Design flash_write_scheduler, sky130hd; sources not shown.
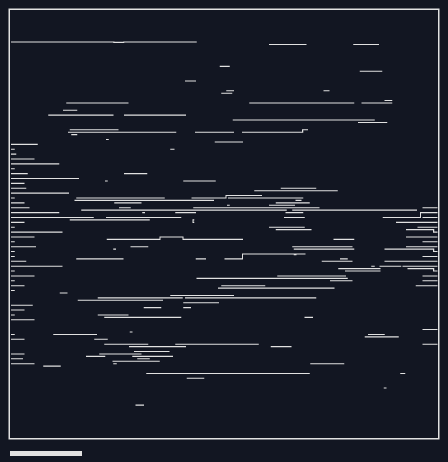
*M3 wires*
The bar under the picture is 20 µm long.
wire length on this layer: 1680 µm
share of all routed wire: 8.0%
main direction: horizontal
nets with wire on the layer: 139
longest straight run: 57.0 µm
DR vias: 6761
WL final: 20960 µm
met3 Use GR: 5.318%

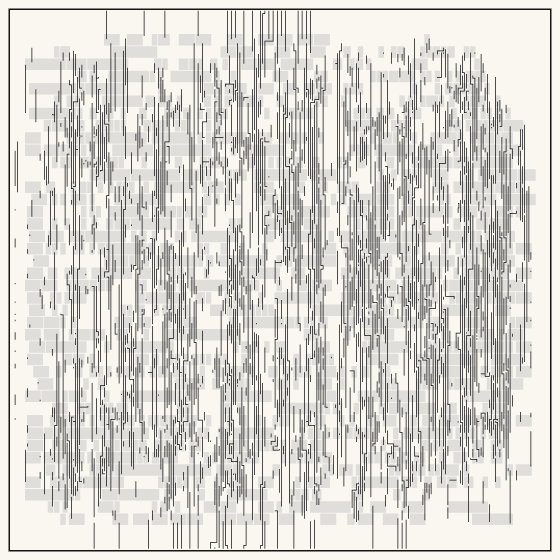
*Met2 routing*
Cells faint in the background.
main direction: vertical
nets with wire on the layer: 919
M2 GR Usage: 46.73%

==> flow_metrics.env <==
# implementation run metrics
export IMPL_nonClkBufAreaFrac_pct=16.95
export IMPL_drive_gt1_share_pct=10.32
export IMPL_dr_wl_met2_um=9398
export IMPL_status="finished clean"
export IMPL_fp_utilization_pct=47.03
export IMPL_top_layer_used="met4"
export IMPL_dpl_worst_slack_ns=-0.4109
export IMPL_cts_setup_buffers=0
export IMPL_cts_path_max_buffers=2
export IMPL_power_top_group="combinational cells"
export IMPL_slew_headroom_pct=49.16
export IMPL_ys_warn_count=0
export IMPL_critPathMostFrequentCell="nand2_1"
export IMPL_synth_distinct_cells=43
export IMPL_p_seq_share_pct=17.4
export IMPL_hold_viol=0
export IMPL_vias_per_cell=5.311
export IMPL_wire_per_inst_um=16.47
export IMPL_synthAdderAreaFrac_pct=3.241
export IMPL_warnings=26
export IMPL_maxCapViolCount=0
export IMPL_syn_nets=1043
export IMPL_netSwitchingFraction_pct=55.38
export IMPL_p_per_area_nw_per_um2=756.1
export IMPL_max_freq_mhz=224.5
export IMPL_grt_max_degree=56
export IMPL_ys_flops=59
export IMPL_taps=168
export IMPL_pg_seq_mw=0.993
export IMPL_ys_seq_share_pct=25.50
export IMPL_drt_iter0_markers=561
export IMPL_synth_cells_most_frequent="252 x nand2_1, 142 x inv_1, 135 x nor2_1"
export IMPL_combPwrFrac_pct=70.0
export IMPL_met3_length_um=1682
export IMPL_nFillCells=1265
export IMPL_die_area_um2=14260
export IMPL_n_clock_buffer=9
export IMPL_synth_async_reset_ratio_pct=100.0
export IMPL_core_um2=12310
export IMPL_r2r_slack_ns=0.35
export IMPL_area_growth_syn_to_layout_pct=30.38
